### config.mk
export PLATFORM = sky130hd
export DESIGN_NAME = uart_rx_stream
export DESIGN_NICKNAME = d
export VERILOG_FILES = /design/src/rtl/uart_pkg.sv /design/src/rtl/stream_fifo.sv /design/src/rtl/uart_rx_stream.sv
export SDC_FILE = /design/constraint.sdc
export NUM_CORES = 1
export LEC_CHECK = 0
export ABC_AREA = 1
export CORE_MARGIN = 2
export CORE_UTILIZATION = 50
export DETAILED_ROUTE_END_ITERATION = 10
export HOLD_SLACK_MARGIN = 0.08
export PLACE_DENSITY_LB_ADDON = 0.25
export SLEW_MARGIN = 25
export SYNTH_ARGS = -nofsm -noshare
export SYNTH_HDL_FRONTEND = slang
export SYNTH_SLANG_ARGS = --single-unit
export TNS_END_PERCENT = 50
### constraint.sdc
create_clock -name i_clk -period 3.4 [get_ports i_clk]
set_input_delay 0.68 -clock i_clk [delete_from_list [all_inputs] [get_ports i_clk]]
set_output_delay 0.68 -clock i_clk [all_outputs]
set_load 0.02 [all_outputs]
### src/rtl/uart_pkg.sv
// uart_pkg: shared definitions for the UART receive/transmit stream blocks.
//   rx_state_t     : receiver FSM state encoding
//   DATA_BITS      : payload bits per frame (8N1)
//   half_bit_count : counter load that lands the first sample mid start bit
package uart_pkg;

  typedef enum logic [2:0] {
    ST_IDLE,
    ST_START,
    ST_DATA,
    ST_STOP,
    ST_BREAK
  } rx_state_t;

  localparam int DATA_BITS = 8;

  function automatic int half_bit_count(input int clks_per_bit);
    return (clks_per_bit / 2) - 1;
  endfunction

endpackage

### src/rtl/stream_fifo.sv
// stream_fifo: synchronous first-word-fall-through FIFO, valid/ready on both sides.
//   clk, rst_n            : clock, async active-low reset
//   in_data/valid/ready   : write side; in_ready stays high when full if a pop
//                           happens in the same cycle
//   out_data/valid/ready  : read side; out_data is the head byte, 0 when empty
//   level                 : bytes stored, 0 .. 2**AW
module stream_fifo #(
  parameter int DW = 8,
  parameter int AW = 4
) (
  input  logic          clk,
  input  logic          rst_n,
  input  logic [DW-1:0] in_data,
  input  logic          in_valid,
  output logic          in_ready,
  output logic [DW-1:0] out_data,
  output logic          out_valid,
  input  logic          out_ready,
  output logic [AW:0]   level
);

  localparam logic [AW:0] DEPTH = {1'b1, {AW{1'b0}}};

  logic [DW-1:0] mem [2**AW];
  logic [AW:0]   wr_cnt;
  logic [AW:0]   rd_cnt;
  logic          full;
  logic          push;
  logic          pop;

  // Counters carry one extra bit so full and empty are distinguishable;
  // their low bits are the memory pointers.
  assign level     = wr_cnt - rd_cnt;
  assign full      = (level == DEPTH);
  assign out_valid = (level != '0);
  assign pop       = out_valid && out_ready;
  assign in_ready  = !full || pop;
  assign push      = in_valid && in_ready;
  assign out_data  = out_valid ? mem[rd_cnt[AW-1:0]] : '0;

  always_ff @(posedge clk or negedge rst_n) begin
    if (!rst_n) begin
      wr_cnt <= '0;
      rd_cnt <= '0;
    end else begin
      if (push) wr_cnt <= wr_cnt + 1'b1;
      if (pop)  rd_cnt <= rd_cnt + 1'b1;
    end
  end

  always_ff @(posedge clk) begin
    if (push) mem[wr_cnt[AW-1:0]] <= in_data;
  end

endmodule

### src/rtl/uart_rx_stream.sv
// uart_rx_stream: 8N1 UART receiver feeding a byte FIFO (valid/ready stream).
//   i_clk, i_rst     : clock, async active-low reset
//   i_uart_rx        : raw serial line, idle high, asynchronous
//   o_data, o_valid  : head of FIFO; i_ready pops it
//   o_fifo_level     : bytes buffered
//   o_err_frame      : 1-cycle pulse on a low stop bit
//   o_err_overrun    : 1-cycle pulse when a byte is dropped on a full FIFO
//
// state  | meaning
// IDLE   | line idle, waiting for rx_s low
// START  | counting to mid start bit; high there means a glitch
// DATA   | sampling 8 data bits LSB first, one per bit period
// STOP   | sampling the stop bit; high pushes the byte
// BREAK  | stop bit was low, wait for the line to return high
module uart_rx_stream
  import uart_pkg::*;
#(
  parameter int CLKS_PER_BIT = 104,
  parameter int FIFO_AW      = 4
) (
  input  logic             i_clk,
  input  logic             i_rst,
  input  logic             i_uart_rx,
  output logic [7:0]       o_data,
  output logic             o_valid,
  input  logic             i_ready,
  output logic [FIFO_AW:0] o_fifo_level,
  output logic             o_err_frame,
  output logic             o_err_overrun
);

  localparam int            CW       = $clog2(CLKS_PER_BIT);
  localparam logic [CW-1:0] HALF_CNT = CW'(half_bit_count(CLKS_PER_BIT));
  localparam logic [CW-1:0] FULL_CNT = CW'(CLKS_PER_BIT - 1);
  localparam logic [2:0]    LAST_BIT = 3'(DATA_BITS - 1);

  logic                 rx_meta;
  logic                 rx_s;
  rx_state_t            state, state_nxt;
  logic [CW-1:0]        cnt, cnt_nxt;
  logic [2:0]           bit_idx, bit_nxt;
  logic [DATA_BITS-1:0] shift, shift_nxt;
  logic                 push_q, push_nxt;
  logic                 frame_nxt;
  logic                 err_frame_q;
  logic                 err_overrun_q;
  logic                 fifo_in_ready;

  // Presetting to 1 keeps reset release from looking like a start bit.
  always_ff @(posedge i_clk or negedge i_rst) begin
    if (!i_rst) begin
      rx_meta <= 1'b1;
      rx_s    <= 1'b1;
    end else begin
      rx_meta <= i_uart_rx;
      rx_s    <= rx_meta;
    end
  end

  always_ff @(posedge i_clk or negedge i_rst) begin
    if (!i_rst) begin
      state         <= ST_IDLE;
      cnt           <= '0;
      bit_idx       <= '0;
      shift         <= '0;
      push_q        <= 1'b0;
      err_frame_q   <= 1'b0;
      err_overrun_q <= 1'b0;
    end else begin
      state         <= state_nxt;
      cnt           <= cnt_nxt;
      bit_idx       <= bit_nxt;
      shift         <= shift_nxt;
      push_q        <= push_nxt;
      err_frame_q   <= frame_nxt;
      err_overrun_q <= push_q && !fifo_in_ready;
    end
  end

  always_comb begin
    state_nxt = state;
    cnt_nxt   = cnt;
    bit_nxt   = bit_idx;
    shift_nxt = shift;
    push_nxt  = 1'b0;
    frame_nxt = 1'b0;
    unique case (state)
      ST_IDLE: begin
        if (!rx_s) begin
          state_nxt = ST_START;
          cnt_nxt   = HALF_CNT;
        end
      end
      ST_START: begin
        if (cnt == '0) begin
          if (rx_s) begin
            state_nxt = ST_IDLE;
          end else begin
            state_nxt = ST_DATA;
            cnt_nxt   = FULL_CNT;
            bit_nxt   = '0;
          end
        end else begin
          cnt_nxt = cnt - 1'b1;
        end
      end
      ST_DATA: begin
        if (cnt == '0) begin
          shift_nxt = {rx_s, shift[DATA_BITS-1:1]};
          cnt_nxt   = FULL_CNT;
          if (bit_idx == LAST_BIT) state_nxt = ST_STOP;
          else                     bit_nxt   = bit_idx + 1'b1;
        end else begin
          cnt_nxt = cnt - 1'b1;
        end
      end
      ST_STOP: begin
        if (cnt == '0) begin
          if (rx_s) begin
            push_nxt  = 1'b1;
            state_nxt = ST_IDLE;
          end else begin
            frame_nxt = 1'b1;
            state_nxt = ST_BREAK;
          end
        end else begin
          cnt_nxt = cnt - 1'b1;
        end
      end
      ST_BREAK: begin
        if (rx_s) state_nxt = ST_IDLE;
      end
      default: state_nxt = ST_IDLE;
    endcase
  end

  // shift only changes in DATA, so it still holds the byte while push_q is high.
  stream_fifo #(
    .DW (DATA_BITS),
    .AW (FIFO_AW)
  ) u_fifo (
    .clk       (i_clk),
    .rst_n     (i_rst),
    .in_data   (shift),
    .in_valid  (push_q),
    .in_ready  (fifo_in_ready),
    .out_data  (o_data),
    .out_valid (o_valid),
    .out_ready (i_ready),
    .level     (o_fifo_level)
  );

  assign o_err_frame   = err_frame_q;
  assign o_err_overrun = err_overrun_q;

endmodule

run_1/layer_met2.png
The bar under the picture is 20 µm long.
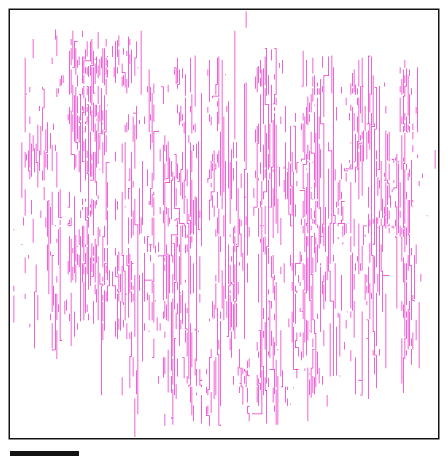
wire length on this layer: 7700 µm
nets with wire on the layer: 573
share of all routed wire: 49%
final WL: 15700 µm
met2 Resource Use GR: 36.7%
Vias: 5011

run_1/flops_by_reg.png
Other sequential cells in the stronger grey, the rest of the logic in the fainter grey.
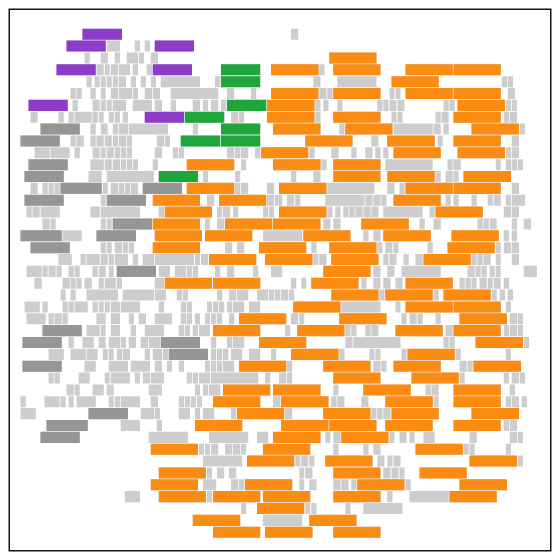
legend:
  u_fifo.mem:
    colour: orange
    placed_flops: 128
  cnt:
    colour: purple
    placed_flops: 7
    where: upper left
  shift:
    colour: green
    placed_flops: 8
    where: top centre
not coloured: 21

run_1/placement.png
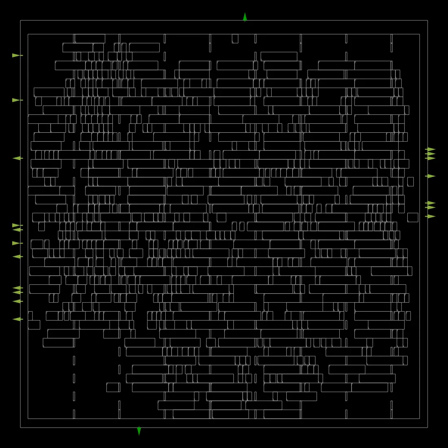
fin util: 59.6%
tap cells: 180
# fillers: 1139
Flops: 164

==> GITHUB_STEP_SUMMARY, run 1 <==
## Synthesis and layout report

| Metric | Value |
|---|---|
| Outcome | `complete, no violations` |
| Gr usage total | `22.4%` |
| Die Width | `approximately 120 µm` |
| Cells in synth_stat.txt | `roughly 700` |
| Fin crit period | `3.38 ns` |
| Main area contributors after synthesis | `edfxtp_1 53%, nand2_1 13%, dfrtp_1 12%` |
| Reg power frac | `50.0%` |
| Max Used Layer | `met4` |
| Met1 wire length | `6700 µm` |
| Endpoints failing setup | `0` |
| Gp weighted congestion | `0.880` |
| Adder share | `2.37%` |
| Critical Path Source Type | `register` |
| Fin crit share | `99.5%` |
| DP HPWL | `about 10000 µm` |
| P_clk | `about 2100 µW` |
| Unique cell types | `31` |
| Clock share of power | `49.6%` |
| Max-Cap Viols | `0` |
| Synth Warn # | `0` |
| Yosys chip area | `0.00719 mm²` |
| CTS resizes | `14` |
| Final instance count without filler cells | `931` |
| Crit path cell chain | `ha_1 -> fa_1 -> nand2_1 -> or2_0 -> nor2_2 -> nand2_2 -> inv_4 -> nor2_1 -> dlygate4sd2_1` |
| Metal2 WL | `7700 µm` |
| Synth Flop Type | `edfxtp_1` |
| Met1 Usage GRT | `29.8%` |
| Crit path max-delay cell type | `fa_1` |
| H-tree Lvls | `4` |
| Multi-input logic cell count | `471` |
| Pins Over Slew Limit | `0` |
| Commonest Layout Cell | `nand2_1` |
| Mapped Area | `just over 0.007 mm²` |
| Flop share of the area | `57.1%` |
| Drt pass-1 iters | `5` |
| Max clock buf depth | `2` |
| LEAKAGE | `0.00350 µW` |
| Fraction of registers with async set or reset after synthesis | `22.0%` |
| Fmax | `296 MHz` |
| Clk tree area frac | `7.96%` |
| CP required | `2.72 ns` |
| DIE HEIGHT | `124 µm` |
| CP arrival | `2.70 ns` |
| Vias in the first global route | `4822` |
| WL per Instance | `roughly 17 µm` |
| I/O Buffers | `19` |
| Cell type taking the most area | `registers` |
| Root Driver | `clkbuf_16` |
| Hold Fails Final Rpt | `0` |
| Worst-path clk slew | `0.06 ns` |
| Total power | `4280 µW` |
| Drt via density | `5.38` |
| Area growth from synthesis to layout | `15.7%` |
| Slew headroom | `46.2%` |
| Ys flops | `164` |
| And+or+nand+nor area frac | `24.8%` |
| Comb area leader | `simple AND/OR/NAND/NOR gates` |
| # rows | `between 40 and 50` |
| CTS Buf Count | `17` |
| Sw Pwr | `between 700 and 800 µW` |
| Cts hold-fix bufs | `0` |
| Initial Utilization | `around 52%` |
| GRT busiest layer | `met2` |
| Remaining DRCs | `0` |
| Largest net degree at the start of global routing | `65` |
| Hold Slack | `0.342 ns` |
| Fin worst setup slack | `0.0183 ns` |
## run 1: critical path: cells and delay by family, from the launching register on
kind	cells	cell delay, ns
buffers and inverters	2	0.44
adders and majority gates	2	0.81
DFF	1	0.40
and+or+nand+nor	5	0.61
## run 1: final timing paths
check	start	slack (ns)	cells past startpoint	endpoint
max	u_fifo.rd_cnt[0]	0.02	9	o_data[7]
min	i_rst	0.34	1	cnt[6]
max reg2reg	u_fifo.rd_cnt[0]	0.40	10	u_fifo.mem[5][4]
min reg2reg	rx_meta	0.36	0	rx_s
max in group asynchronous	i_rst	2.50	1	u_fifo.rd_cnt[0]
min in group i_clk	rx_meta	0.36	0	rx_s
## Run 2: what changed since run 1
--- a/config.mk
+++ b/config.mk
@@ -6,6 +6,7 @@
 export NUM_CORES = 1
 export LEC_CHECK = 0
 export ABC_AREA = 1
+export CAP_MARGIN = 20
 export CORE_MARGIN = 2
 export CORE_UTILIZATION = 50
 export DETAILED_ROUTE_END_ITERATION = 10
run_2/layer_met2.png
The bar under the picture is 20 µm long.
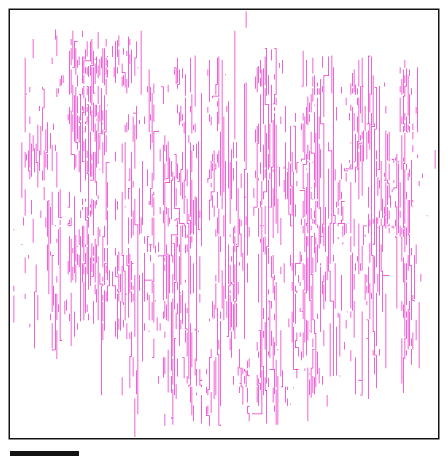
nets with wire on the layer: 573
wire length on this layer: 7700 µm
share of all routed wire: 49%
main direction: vertical

==> run 2 against run 1 <==
  * First-iteration DRC count is the same
  * Setup slack unchanged
  * Die size is the same
  * Clock-buffer cell count did not move
  * Clock power about the same
  * Fmax did not move
  * Sequential share of layout area unchanged
  * Area after synthesis did not move
  * Critical path type unchanged
  * Critical endpoint unchanged
==> GITHUB_STEP_SUMMARY, run 2 <==
## Synthesis and layout report

| Metric | Value |
|---|---|
| Number of gates on the worst path with buffers counted | `9` |
| Post CTS Setup Buffer Count | `0` |
| Unique cell types | `31` |
| I/O Buffers | `19` |
| Placed cell area | `0.00768 mm²` |
| Clock latency on the worst-skew pair | `0.43 ns` |
| Clock buffer cells | `18` |
| EDFF count, synth | `128` |
| # rows | `43` |
| XORs/XNORs by Area | `1.10%` |
| Largest net degree at the start of global routing | `65` |
| CP arrival | `between 2 and 3 ns` |
| Dpl ws | `0.169 ns` |
| Final net count | `between 700 and 800` |
| Outcome | `complete, no violations` |
| Comb. cell area | `0.00217 mm²` |
| Chip Footprint | `~0.015 mm²` |
| Crit path max fanout | `8` |
| Mean Syn Cell Area | `~10 µm²` |
| Cell type taking the most area | `registers` |
| Slew headroom | `46.2%` |
| Io pins | `20` |
| Area share, top type | `53.5%` |
| Fin crit share | `99.5%` |
| Crit. End Element | `output port` |
| Hold Fails Final Rpt | `0` |
| Worst path max stage delay | `0.57 ns` |
| Synth Instances | `701` |
| Comb area leader | `simple AND/OR/NAND/NOR gates` |
| Mapped Nets | `718` |
| Non-clk buf share | `about 4.3%` |
| Slew @ Worst Pin | `0.807 ns` |
| Setup Skew | `0.00613 ns` |
| Worst path bufs/invs | `2` |
| Synth Warn # | `0` |
| FF+latch area | `0.00475 mm²` |
| WL per Instance | `16.9 µm` |
| Largest area contributor in the netlist | `edfxtp_1` |
| Endpoint of the worst-slack reg-to-reg timing path | `u_fifo.mem[5][4]` |
| Post-route setup TNS | `0 ns` |
| Synth Flop Type | `edfxtp_1` |
| Mux share of post-synthesis cell area | `0%` |
| Endpoints failing setup | `0` |
| Critical path's top delay family | `adder cells` |
| Comb area share | `26.1%` |
| Initial antenna violation count | `0` |
| Gr usage total | `22.4%` |
| Total power | `around 4300 µW` |
| Cells in synth_stat.txt | `701` |
| Unrepaired setup endpoints after global routing | `yes` |
| Max clock buf depth | `2` |
| Iteration-0 DRC Markers | `609` |
| Vias | `5011` |
| Area growth from synthesis to layout | `15.7%` |
| Crit Reg-Reg Startpoint | `u_fifo.rd_cnt[0]` |
| Drt via density | `roughly 5.4` |
| CTS Buf Count | `17` |
| Fin util | `59.6%` |
| Main area contributors after synthesis | `edfxtp_1 53%, nand2_1 13%, dfrtp_1 12%` |
| Fin worst setup slack | `between 0.015 and 0.02 ns` |
| Vias in the first global route | `4822` |
| Hold Slack | `0.342 ns` |
| Seq/Total Area, Yosys | `66.1%` |
| CORE AREA | `approximately 0.014 mm²` |
| # fillers | `roughly 1100` |
| Clk tree area frac | `7.96%` |
| Max-Cap Viols | `0` |
| Flops | `164` |
| Worst min path class | `input pin to asynchronous set/reset pin` |
| Root Driver | `clkbuf_16` |
| Tap cells | `180` |
| OpenROAD warning count | `30` |
| Commonest Layout Cell | `nand2_1` |
| CTS Sinks | `164` |
| Worst Setup EP | `o_data[7]` |
| Layout cell share with drive strength beyond 1 | `9.72%` |
| And+or+nand+nor area frac | `24.8%` |
| Yosys chip area | `about 0.0072 mm²` |
| Drt pass-1 iters | `5` |
| PwrDens | `about 510 mW/mm²` |
| Crit path max-delay cell type | `fa_1` |
| Final instance count without filler cells | `931` |
| Multi-input logic cell count | `around 470` |
| Non-clk invs | `39` |
| Adder share | `under 10%` |
| DIE HEIGHT | `approximately 120 µm` |
| Final WL | `about 16000 µm` |
| Cts hold-fix bufs | `0` |
| Antenna Cells | `0` |
| CP required | `2.72 ns` |
| Mapped Area | `around 0.0072 mm²` |
| CP startpoint | `u_fifo.rd_cnt[0]` |
| Remaining DRCs | `0` |
| Non-Clock Buffer Count | `45` |
| Most instantiated library cell after synthesis | `nand2_1` |
| Crit path cell chain | `ha_1 -> fa_1 -> nand2_1 -> or2_0 -> nor2_2 -> nand2_2 -> inv_4 -> nor2_1 -> dlygate4sd2_1` |
| Routed Antenna Nets | `0` |
| Max reg flops | `128` |
| Ys flops | `between 150 and 200` |
| Reg2Reg Depth | `10` |
| LEAKAGE | `0.00350 µW` |
| H-tree Lvls | `4` |
| Initial Utilization | `51.6%` |
| Yosys aoi share | `1.88%` |
| Crit Path Category | `register to output port` |
| Grt ovf | `0` |
| Critical Path Source Type | `register` |
| Top Layout Cells | `248 x nand2_1, 128 x edfxtp_1, 121 x nand3_1` |
| Fmax | `just under 300 MHz` |
| CTS tree | `yes` |
| Pins Over Slew Limit | `0` |
| Dpl cells | `899` |
| Flop share of the area | `57.1%` |
| Maximum vdd drop | `between 0.0003 and 0.0004 V` |
| Most frequent cells after synthesis | `248 x nand2_1, 128 x edfxtp_1, 121 x nand3_1` |
| Die Width | `124 µm` |
| First-pass GRT wire length | `about 25000 µm` |
| R2R setup slack | `0.40 ns` |
| Worst-path clk slew | `roughly 0.060 ns` |
| Final design area excluding fillers | `0.00831 mm²` |
| Gp weighted congestion | `approximately 0.9` |
| DP HPWL | `between 9000 and 10000 µm` |
| Fin crit period | `3.38 ns` |
| Fraction of registers with async set or reset after synthesis | `22.0%` |
run_2/wires.png
Two of the layers only.
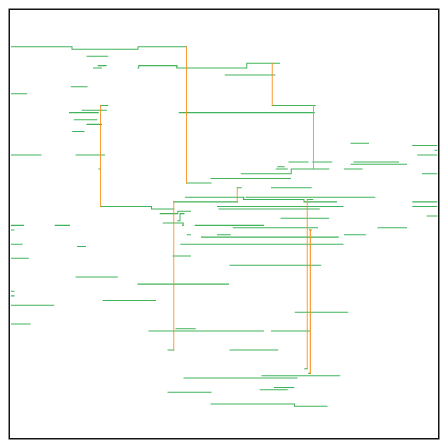
legend:
  metal 3:
    colour: green
    wire_length: 1080 µm
  metal 4:
    colour: orange
    wire_length: 237 µm

run 2: cell counts after synthesis:
No cell type changed its count.
run 2: timing repair:
action	CTS	global route
pin swaps	0	0
endpoints found under the setup margin	9	10
resized	14	11
run 2: power by group:
group	internal (µW)	total [µW]	switching [µW]	leakage (µW)
sequential	2140	2140	0.888	0.00197
clock	1370	2120	752	0.000313
combinational	3.04	13.9	10.9	0.00122
run 2: routing by layer:
metal / vias up / global-route usage [%] / wire [µm]
li1: 2444 / - / -
met1: 2389 / 29.8 / 6700
met2: 160 / 36.7 / 7700
met3: 18 / 5.49 / 1080
met4: 0 / 6.68 / 236
met5: - / 0 / 0
## Run 3: what changed since run 2
--- a/config.mk
+++ b/config.mk
@@ -10,7 +10,7 @@
 export CORE_MARGIN = 2
 export CORE_UTILIZATION = 50
 export DETAILED_ROUTE_END_ITERATION = 10
-export HOLD_SLACK_MARGIN = 0.08
+export HOLD_SLACK_MARGIN = 0.02
 export PLACE_DENSITY_LB_ADDON = 0.25
 export SLEW_MARGIN = 25
 export SYNTH_ARGS = -nofsm -noshare
run_3/flops_by_reg.png
Other sequential cells in the stronger grey, the rest of the logic in the fainter grey.
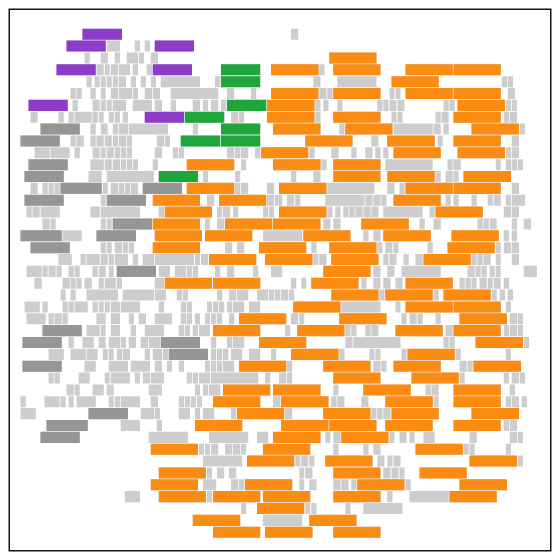
legend:
  u_fifo.mem:
    colour: orange
    placed_flops: 128
  shift:
    colour: green
    placed_flops: 8
    where: top centre
  cnt:
    colour: purple
    placed_flops: 7
    where: upper left
not coloured: 21

run_3/layer_met2.png
The bar under the picture is 20 µm long.
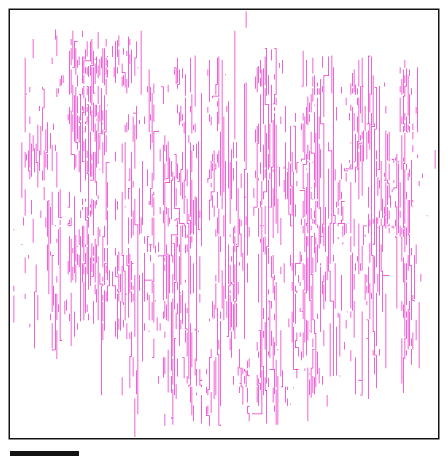
share of all routed wire: 49%
wire length on this layer: 7700 µm
nets with wire on the layer: 573
main direction: vertical
longest straight run: 54.7 µm

==> run 3 against run 2 <==
  * Utilization unchanged
  * Sequential cell count is the same
  * Fmax is the same
  * Critical path type unchanged
  * Routed wire length unchanged
==> GITHUB_STEP_SUMMARY, run 3 <==
## Synthesis and layout report

| Metric | Value |
|---|---|
| Outcome | `complete, no violations` |
| Mapped Nets | `718` |
| Slew headroom | `46.2%` |
| CORE AREA | `~0.014 mm²` |
| Yosys aoi share | `1.88%` |
| Seq/Total Area, Yosys | `66.1%` |
| Reg power frac | `50.0%` |
| Post CTS Setup Buffer Count | `0` |
| Clock latency on the worst-skew pair | `0.43 ns` |
| Io pins | `20` |
| First-pass GRT wire length | `25000 µm` |
| Fin util | `59.6%` |
| XORs/XNORs by Area | `1.10%` |
| Met3 wire length | `around 1100 µm` |
| Max Used Layer | `met4` |
| Most frequent cells after synthesis | `248 x nand2_1, 128 x edfxtp_1, 121 x nand3_1` |
| Final WL | `15700 µm` |
| Antenna Cells | `0` |
| Drt pass-1 iters | `5` |
| Switching portion of total power | `17.9%` |
| Cells in synth_stat.txt | `between 700 and 800` |
| Total power | `4280 µW` |
| Mean Syn Cell Area | `10.3 µm²` |
| Final instance count without filler cells | `931` |
| Main area contributors after synthesis | `edfxtp_1 53%, nand2_1 13%, dfrtp_1 12%` |
| Initial antenna violation count | `0` |
| Vias | `5011` |
| Ys flops | `about 160` |
| Most instantiated library cell after synthesis | `nand2_1` |
| DIE HEIGHT | `124 µm` |
| Pins Over Slew Limit | `0` |
| Crit path max fanout | `8` |
| # rows | `43` |
| Chip Footprint | `0.0153 mm²` |
| Crit Reg-Reg Startpoint | `u_fifo.rd_cnt[0]` |
| Setup Skew | `slightly above 0.006 ns` |
| Drt via density | `5.38` |
| Unique cell types | `31` |
| And+or+nand+nor area frac | `24.8%` |
| Top Layout Cells | `248 x nand2_1, 128 x edfxtp_1, 121 x nand3_1` |
| Unrepaired setup endpoints after global routing | `yes` |
| Fmax | `296 MHz` |
| Critical path's top delay family | `adder cells` |
| Slew @ Worst Pin | `0.807 ns` |
| Mapped Area | `0.00719 mm²` |
| DP HPWL | `around 10000 µm` |
| I/O Buffers | `19` |
| Synth Instances | `701` |
| Final design area excluding fillers | `0.00831 mm²` |
| Max clock buf depth | `2` |
| Remaining DRCs | `0` |
| Fraction of registers with async set or reset after synthesis | `22.0%` |
| Met1 wire length | `between 6000 and 7000 µm` |
| P_int | `around 3500 µW` |
| Dpl ws | `between 0.15 and 0.2 ns` |
| Layout cell share with drive strength beyond 1 | `9.72%` |
| Largest net degree at the start of global routing | `about 65` |
| Sw Pwr | `around 760 µW` |
| P_clk | `approximately 2100 µW` |
| OpenROAD warning count | `30` |
| WL per Instance | `16.9 µm` |
| Hold Fails Final Rpt | `0` |
| Synth Flop Type | `edfxtp_1` |
| Crit path cell chain | `ha_1 -> fa_1 -> nand2_1 -> or2_0 -> nor2_2 -> nand2_2 -> inv_4 -> nor2_1 -> dlygate4sd2_1` |
| Metal2 WL | `7700 µm` |
| Dpl cells | `around 900` |
| Fin crit period | `3.38 ns` |
| Crit Path Category | `register to output port` |
| Met3 usage in global routing | `5.49%` |
| Pwr top | `sequential cells` |
| LEAKAGE | `0.00350 µW` |
| PwrDens | `515 mW/mm²` |
| Final net count | `755` |
| Worst min path class | `input pin to asynchronous set/reset pin` |
| Root Driver | `clkbuf_16` |
| Comb group | `roughly 14 µW` |
| CP startpoint | `u_fifo.rd_cnt[0]` |
| CTS Buf Count | `17` |
| Clock share of power | `between 40% and 50%` |
| Crit. End Element | `output port` |
| Comb area leader | `simple AND/OR/NAND/NOR gates` |
| Worst-path clk slew | `0.06 ns` |
| GRT busiest layer | `met2` |
| Gr usage total | `between 20% and 30%` |
| Adder share | `between 2 and 2.5%` |
| CP required | `2.72 ns` |
| Grt ovf | `0` |
| Met1 Usage GRT | `between 20% and 30%` |
| Sequential logic power | `2140 µW` |
| Max reg flops | `128` |
| Iteration-0 DRC Markers | `~610` |
| Fin worst setup slack | `0.0183 ns` |
| CTS Sinks | `164` |
| Post-route setup TNS | `0 ns` |
| Commonest Layout Cell | `nand2_1` |
| Initial Utilization | `51.6%` |
| Synth Warn # | `0` |
| Fin crit share | `99.5%` |
| Critical Path Source Type | `register` |
| H-tree Lvls | `4` |
| Maximum vdd drop | `0.000344 V` |
| Die Width | `124 µm` |
| Gp weighted congestion | `0.880` |
| Max-Cap Viols | `0` |
| Yosys chip area | `0.00719 mm²` |
| Placed cell area | `0.00768 mm²` |
| Endpoints failing setup | `0` |
| Worst path max stage delay | `0.57 ns` |
| CTS tree | `yes` |
| EDFF count, synth | `128` |
| Met2 Resource Use GR | `36.7%` |
| Crit path max-delay cell type | `fa_1` |
| Mux share of post-synthesis cell area | `0%` |
| Hold Slack | `0.342 ns` |
| Largest area contributor in the netlist | `edfxtp_1` |
| Part of the power in combinational logic | `0.3%` |
| Vias in the first global route | `4822` |
| Area growth from synthesis to layout | `15.7%` |
| Routed Antenna Nets | `0` |
| Worst path bufs/invs | `2` |
| Area share, top type | `53.5%` |
| CP arrival | `about 2.7 ns` |
==> run 3: worst paths after layout <==
check | endpoint | slack, ns | cells after the start
min in group i_clk | rx_s | 0.36 | 0
max reg2reg | u_fifo.mem[5][4] | 0.40 | 10
max in group asynchronous | u_fifo.rd_cnt[0] | 2.50 | 1
min reg2reg | rx_s | 0.36 | 0
max | o_data[7] | 0.02 | 9
min | cnt[6] | 0.34 | 1
==> run 3: cell type report <==
cell class / count / area (µm²)
tap: 180 / 225
clock inverter: 14 / 233
multi-input combinational: 471 / 2170
timing repair buffer: 45 / 358
fill: 1139 / 5620
sequential: 164 / 4750
clock buffer: 18 / 429
inverter: 39 / 149
==> run 3: timing repair <==
action                     4_1_cts  5_1_grt
cloned                           0        0
gates resized                   14       11
setup endpoints to repair        9       10
hold buffers                     0        0
Power is estimated from default activity; no workload was simulated.
